$ cat config.mk
export PLATFORM = sky130hd
export DESIGN_NAME = lsu_mem_initiator
export DESIGN_NICKNAME = d
export VERILOG_FILES = /design/src/rtl/lsu_pkg.sv /design/src/rtl/lsu_byte_lane.sv /design/src/rtl/lsu_mem_initiator.sv
export SDC_FILE = /design/constraint.sdc
export NUM_CORES = 1
export LEC_CHECK = 0
export ABC_CLOCK_PERIOD_IN_PS = 2650
export CAP_MARGIN = 40
export CORE_AREA = 8 8 92 94
export CTS_CLUSTER_SIZE = 8
export DETAILED_ROUTE_END_ITERATION = 8
export DIE_AREA = 0 0 100 102
export PLACE_DENSITY = 0.77
export REMOVE_ABC_BUFFERS = 1
export SETUP_SLACK_MARGIN = 0.1
export SYNTH_ARGS = -nofsm -noshare
export SYNTH_HDL_FRONTEND = slang
export SYNTH_SLANG_ARGS = --single-unit
export TNS_END_PERCENT = 30
$ cat constraint.sdc
create_clock -name clk -period 2.65 [get_ports clk]
set_input_delay 0.795 -clock clk [delete_from_list [all_inputs] [get_ports clk]]
set_output_delay 0.795 -clock clk [all_outputs]
set_load 0.005 [all_outputs]
$ cat src/rtl/lsu_pkg.sv
// Shared state encoding, access-size constants and address helper for the
// M0 data-memory load/store initiator.
package lsu_pkg;

    localparam int LSU_ADDR_W = 16;

    typedef enum logic [1:0] {
        ST_IDLE   = 2'd0,
        ST_ACCESS = 2'd1,
        ST_WRITE  = 2'd2,
        ST_DONE   = 2'd3
    } lsu_state_t;

    localparam logic SZ_BYTE = 1'b0;
    localparam logic SZ_HALF = 1'b1;

    // The memory is word-organised; the lane bit is dropped and the top bit cleared.
    function automatic logic [LSU_ADDR_W-1:0] word_addr(input logic [LSU_ADDR_W-1:0] byte_addr);
        return {1'b0, byte_addr[LSU_ADDR_W-1:1]};
    endfunction

endpackage

$ cat src/rtl/lsu_byte_lane.sv
// Little-endian byte-lane handling: load extraction with sign/zero extension
// and the byte merge used by read-modify-write stores.
module lsu_byte_lane
    import lsu_pkg::*;
#(
    parameter int WORD_SIZE = 16
) (
    input  logic [WORD_SIZE-1:0] word,
    input  logic                 lane,
    input  logic                 size,
    input  logic                 is_signed,
    input  logic [7:0]           store_byte,
    output logic [WORD_SIZE-1:0] load_data,
    output logic [WORD_SIZE-1:0] merged
);

    logic [7:0] lane_byte_s;

    // Load result: whole word for halfwords, extended lane byte otherwise.
    always_comb begin
        lane_byte_s = (lane == 1'b1) ? word[15:8] : word[7:0];
        if (size == SZ_HALF) begin
            load_data = word;
        end else if (is_signed == 1'b1) begin
            load_data = {{(WORD_SIZE-8){lane_byte_s[7]}}, lane_byte_s};
        end else begin
            load_data = {{(WORD_SIZE-8){1'b0}}, lane_byte_s};
        end
    end

    // Store merge: replace only the addressed lane of the word just read.
    always_comb begin
        merged = word;
        if (lane == 1'b1) begin
            merged[15:8] = store_byte;
        end else begin
            merged[7:0] = store_byte;
        end
    end

endmodule

$ cat src/rtl/lsu_mem_initiator.sv
// Load/store initiator for the M0 16-bit data memory. Optional misaligned
// halfword rejection is built in when LSU_ALIGN_CHECK_EN is defined.
module lsu_mem_initiator
    import lsu_pkg::*;
#(
    parameter int WORD_SIZE = 16,
    parameter int ADDR_SIZE = 16
) (
    input  logic                 clk,
    input  logic                 rst,
    input  logic                 req_valid,
    output logic                 req_ready,
    input  logic                 req_write,
    input  logic                 req_size,
    input  logic                 req_signed,
    input  logic [ADDR_SIZE-1:0] req_addr,
    input  logic [WORD_SIZE-1:0] req_wdata,
    output logic                 resp_valid,
    input  logic                 resp_ready,
    output logic [WORD_SIZE-1:0] resp_rdata,
    output logic                 resp_err,
    output logic [ADDR_SIZE-1:0] mem_address,
    output logic [WORD_SIZE-1:0] mem_wdata,
    input  logic [WORD_SIZE-1:0] mem_rdata,
    output logic                 mem_write
);

    lsu_state_t           state_r;
    logic                 write_r;
    logic                 size_r;
    logic                 signed_r;
    logic                 lane_r;
    logic [7:0]           byte_r;
    logic                 req_ready_r;
    logic                 resp_valid_r;
    logic [WORD_SIZE-1:0] resp_rdata_r;
    logic                 resp_err_r;
    logic [ADDR_SIZE-1:0] mem_address_r;
    logic [WORD_SIZE-1:0] mem_wdata_r;
    logic                 mem_write_r;
    logic [WORD_SIZE-1:0] load_data_s;
    logic [WORD_SIZE-1:0] merged_s;
    logic                 misaligned_s;

    lsu_byte_lane #(.WORD_SIZE(WORD_SIZE)) u_byte_lane (
        .word       (mem_rdata),
        .lane       (lane_r),
        .size       (size_r),
        .is_signed  (signed_r),
        .store_byte (byte_r),
        .load_data  (load_data_s),
        .merged     (merged_s)
    );

    // Misaligned halfwords are rejected only when the alignment check is built in.
    always_comb begin
`ifdef LSU_ALIGN_CHECK_EN
        misaligned_s = (req_size == SZ_HALF) && (req_addr[0] == 1'b1);
`else
        misaligned_s = 1'b0;
`endif
    end

    // Request FSM; mem_write is set on the edge entering ACCESS/WRITE and cleared on leaving.
    always_ff @(posedge clk or posedge rst) begin
        if (rst) begin
            state_r       <= ST_IDLE;
            write_r       <= 1'b0;
            size_r        <= SZ_BYTE;
            signed_r      <= 1'b0;
            lane_r        <= 1'b0;
            byte_r        <= 8'h00;
            req_ready_r   <= 1'b1;
            resp_valid_r  <= 1'b0;
            resp_rdata_r  <= {WORD_SIZE{1'b0}};
            resp_err_r    <= 1'b0;
            mem_address_r <= {ADDR_SIZE{1'b0}};
            mem_wdata_r   <= {WORD_SIZE{1'b0}};
            mem_write_r   <= 1'b0;
        end else begin
            case (state_r)
                ST_IDLE: begin
                    if (req_valid) begin
                        write_r     <= req_write;
                        size_r      <= req_size;
                        signed_r    <= req_signed;
                        lane_r      <= req_addr[0];
                        byte_r      <= req_wdata[7:0];
                        req_ready_r <= 1'b0;
                        if (misaligned_s) begin
                            state_r      <= ST_DONE;
                            resp_valid_r <= 1'b1;
                            resp_rdata_r <= {WORD_SIZE{1'b0}};
                            resp_err_r   <= 1'b1;
                        end else begin
                            state_r       <= ST_ACCESS;
                            mem_address_r <= word_addr(req_addr);
                            if (req_write && (req_size == SZ_HALF)) begin
                                mem_wdata_r <= req_wdata;
                                mem_write_r <= 1'b1;
                            end else begin
                                mem_write_r <= 1'b0;
                            end
                        end
                    end
                end
                ST_ACCESS: begin
                    if (write_r && (size_r == SZ_BYTE)) begin
                        mem_wdata_r <= merged_s;
                        mem_write_r <= 1'b1;
                        state_r     <= ST_WRITE;
                    end else begin
                        mem_write_r  <= 1'b0;
                        state_r      <= ST_DONE;
                        resp_valid_r <= 1'b1;
                        resp_err_r   <= 1'b0;
                        resp_rdata_r <= write_r ? {WORD_SIZE{1'b0}} : load_data_s;
                    end
                end
                ST_WRITE: begin
                    mem_write_r  <= 1'b0;
                    state_r      <= ST_DONE;
                    resp_valid_r <= 1'b1;
                    resp_err_r   <= 1'b0;
                    resp_rdata_r <= {WORD_SIZE{1'b0}};
                end
                ST_DONE: begin
                    if (resp_ready) begin
                        resp_valid_r <= 1'b0;
                        req_ready_r  <= 1'b1;
                        state_r      <= ST_IDLE;
                    end
                end
                default: begin
                    state_r      <= ST_IDLE;
                    req_ready_r  <= 1'b1;
                    resp_valid_r <= 1'b0;
                    mem_write_r  <= 1'b0;
                end
            endcase
        end
    end

    assign req_ready   = req_ready_r;
    assign resp_valid  = resp_valid_r;
    assign resp_rdata  = resp_rdata_r;
    assign resp_err    = resp_err_r;
    assign mem_address = mem_address_r;
    assign mem_wdata   = mem_wdata_r;
    assign mem_write   = mem_write_r;

endmodule

Pin map:
Pins as bars across the die edge, other pins in gray.
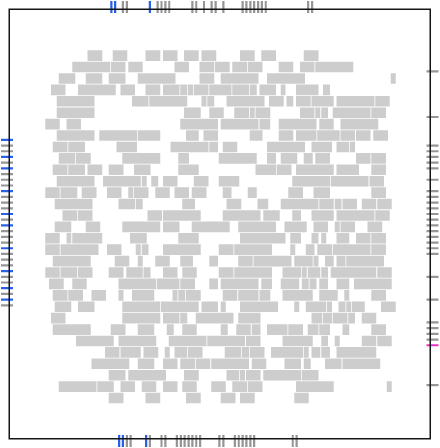
- magenta: clk (pins 1; direction input; edge right)
- blue: req_addr (pins 16; direction input; edge 10 left, 3 bottom, 3 top)
- all pins by edge: 30 left, 28 right, 25 bottom, 24 top

Routed clock nets over the placement:
The bar under the picture is 20 um long.
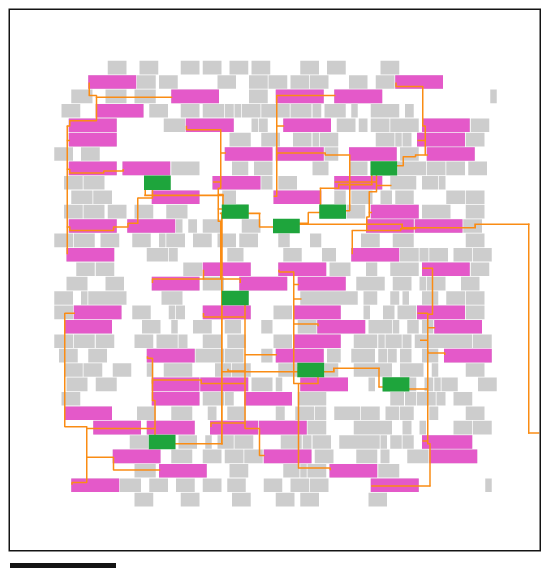
- orange: clock wires (length 832 um)
- green: cells driving clock nets (count 9)
- magenta: flip-flops (count 64)
- flops lie: all over the die
- routed clock nets: 10

Register map, names as in the netlist:
Other sequential cells in the stronger gray, the rest of the logic in the fainter gray.
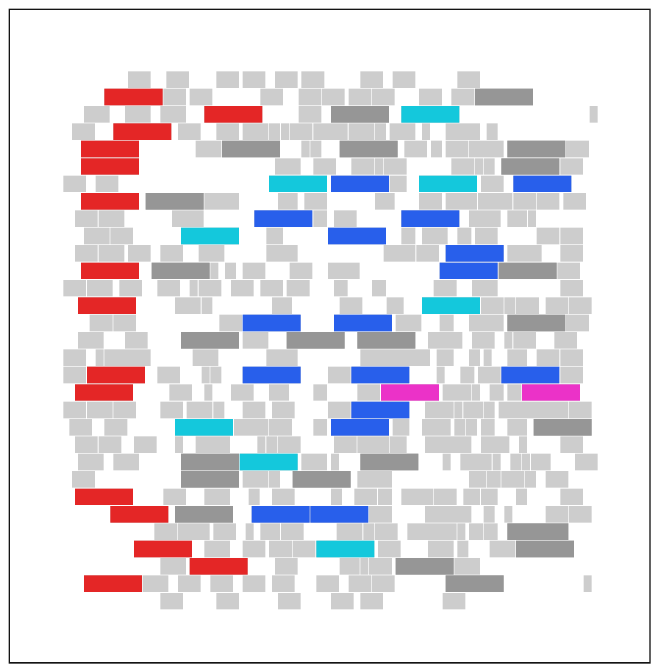
- cyan: byte_r (sequential cells 8)
- magenta: state_r (sequential cells 2)
- blue: resp_rdata (sequential cells 16; where middle)
- red: mem_address (sequential cells 15)
- not colored: 23
register area: 1600 um2
utilization after layout: 63.6%
seq pwr: 1810 uW
fraction of area in registers: 35.7%

==> metrics.cfg <==
[routing]
drtIter0Drc = 86
detail-route-antenna-nets = 0
route.vias.total = 2335
drt-vias-per-instance = 5.12
avgRoutedWirePerCell_um = 17.8
number_of_search_and_repair_iterations_in_the_first_detailed_routing_pass = 4
detail_route.drc_violations = 0
wl_um = 8110

[floorplan]
chip_area_um2 = 10200
num_ports = 107
num_rows = 31
core_area_um2 = 7060
die_height_um = 102
floorplan.die.width_um = 100
floorplan_utilization_pct = 44.2

[sta]
drv_slew = 0
max_slew_margin_pct = 54.6
max_freq_mhz = 461
worst_pin_slew_ns = 0.680
rsz0062_at_grt = false
final-setup-viol-count = 0
finalHoldViolCount = 0
finalCritPeriodShare_pct = 81.8
setup_tns_ns = 0
timing.final.crit_period_ns = 2.17
skew_ns = 0.00615

[final_layout]
final_layout_top_logic_cell = clkdlybuf4s50_1
layout_top_cells_excl_fill_tap = 104 x clkdlybuf4s50_1, 63 x dfrtp_1, 33 x mux2_2
finish.instance_area_um2 = 4490
layout.nets = 411
syn2layout_area_growth_pct = 43.7
layout-drive-gt1-share_pct = 21.3
multi_input_comb_area_um2 = 1390
n_antenna_cell = 0
fillerInstances = 602

[clocking]
cts_buffers = 9
cts_setup_buffers = 0
clockRootBuffer = clkbuf_8
post_cts_resize_count = 0
cts_sinks = 64
cts_hold_buf = 0
htreeDepth = 3
insertion_delay_ns = 0.33
path_clk_slew_ns = 0.07
cts_tree = built
clock_tree.buffer_depth = 2

[placed_design]
placedInstanceArea_um2 = 4270
place.detailed.hpwl_um = 5790
gp_congestion = 0.784
port-buffer-count = 104

[setup_path]
crit_path_end_kind = output port
timing.critical_path.fanout_max = 3
cp_top_family = flip-flops
critical_path_arrival_ns = 1.37
cp.required_ns = 1.86
cp_slowest_stage_delay_ns = 0.54
slowest_stage = dfstp_2
startpoint_kind_of_the_worst_setup_timing_path = flip-flop
criticalPathCategory = flip-flop to output port
cp.buffers_inverters = 1
ff2ff_setup_slack_ns = 0.67
crit_path_cell_trace = clkdlybuf4s50_1

[logic_synthesis]
yosys_register_bits = 64
syn_area_um2 = 3120
postSynthAreaPerCell_um2 = 12.8
synthDominantAreaCellType = dfrtp_1
yosys.cell_types.count = 32
netlist_instances = 244
netlist.area_leader.share_pct = 50.5
ys_cells = 244
ys_chip_area_um2 = 3120
synth.yosys.seq_area_share_pct = 51.3
synth.area.top_cells = dfrtp_1 50%, mux2_2 12%, mux2i_1 8.0%
yosys_warnings = 0

[min_path]
hold_path_class = flip-flop to flip-flop

[global_route]
antenna_found_initial = 0
first_pass_grt_wire_length_um = 12900
grt_util_met2_pct = 27.1
grt-ovfl-total = 0
track_usage_pct = 16.4
grt_pass1_vias = 2555
grt.busiest_layer = met2
global_route.usage.met3_pct = 8.17
met1_usage_pct = 17.9
grt_start_max_net_pins = 65

[pwr]
static-leakage-power_uw = 0.00196
max-vdd-ir-drop_mv = 0.475
power.density_nw_per_um2 = 1240

[run]
cap_viol_max_count = 0
tool_warnings = 28

[run_status]
outcome = completed

==> cell usage after synthesis <==
cell type	count
nand2b_4	1
o21ai_0	1
nor2_1	17
buf_2	4
dfrtp_1	63
o2bb2ai_1	9
inv_1	6
nand2_2	1
a41oi_1	1
a21oi_1	19
or2_2	1
nand2_1	3
nand2b_1	11
a31o_2	1
ha_1	4
and3_1	1
buf_4	4
clkbuf_1	5
a22oi_4	1
buf_12	1
nand3b_4	1
a21o_1	1
mux2i_1	25
dfstp_2	1
conb_1	1
a32o_1	8
nand3_1	4
o221a_2	1
mux2_4	11
buf_6	2
mux2_2	33
a31oi_1	2
==> metal layers <==
metal  vias up  share of wire [%]
met4         0                1.5
li1       1091                  -
met3        10                9.7
met2        90                 48
met5         -                  0
met1      1144                 40
==> cell families after synthesis <==
family / synth area share [%]
muxes: 25.2
DFF: 51.3
AOI/OAI and AO/OA: 10.5
and+or+nand+nor: 6.93
buffers and inverters: 4.29
adders and majority gates: 1.60
other: 0.120
==> final cells by class <==
class / instances / share of cell area (%)
Sequential cell: 64 / 35.7
Multi-Input combinational cell: 159 / 31.0
Timing Repair Buffer: 112 / 25.1
Clock buffer: 11 / 3.15
Tap cell: 99 / 2.76
Clock inverter: 5 / 1.78
Inverter: 6 / 0.502
==> worst paths after layout <==
path / start / to / cells past startpoint
worst min-delay path: resp_rdata[7]$_DFFE_PP0P_ / resp_rdata[7]$_DFFE_PP0P_ / 1
max in group asynchronous: rst / req_ready$_DFFE_PP1P_ / 3
worst min register to register: resp_rdata[7]$_DFFE_PP0P_ / resp_rdata[7]$_DFFE_PP0P_ / 1
worst max-delay path: req_ready$_DFFE_PP1P_ / req_ready / 1
worst max register to register: state_r[0]$_DFFE_PP0P_ / mem_wdata[10]$_DFFE_PP0P_ / 6
min in group asynchronous: rst / mem_address[11]$_DFFE_PP0P_ / 3
==> metrics by stage <==
stage	util (%)	worst slack (ns)	std cells	power [uW]	hold WS, ns
after detailed placement	60.4	0.380	440	4680	0.473
after floorplan	-	0.247	229	3360	0.479
after CTS	63.6	0.451	456	5650	0.494
after global routing	63.6	0.419	456	5940	0.501
after global placement	60.4	0.399	440	4600	0.469
final	63.6	0.482	456	5580	0.489
==> sequential cells by signal (all words and copies together), names as in the netlist <==
name         flops
resp_valid       1
lane_r           1
size_r           1
signed_r         1
byte_r           8
mem_wdata       16
resp_rdata      16
mem_write        1
write_r          1
req_ready        1
mem_address     15
state_r          2
==> power breakdown <==
group | total [uW] | internal (uW) | leakage [uW] | switching [uW]
Sequential | 1810 | 1460 | 0.000769 | 351
Combinational | 2840 | 1680 | 0.00109 | 1150
Clock | 926 | 554 | 0.000106 | 372
Total | 5580 | 3700 | 0.00196 | 1880
Power and IR drop assume default switching activity.
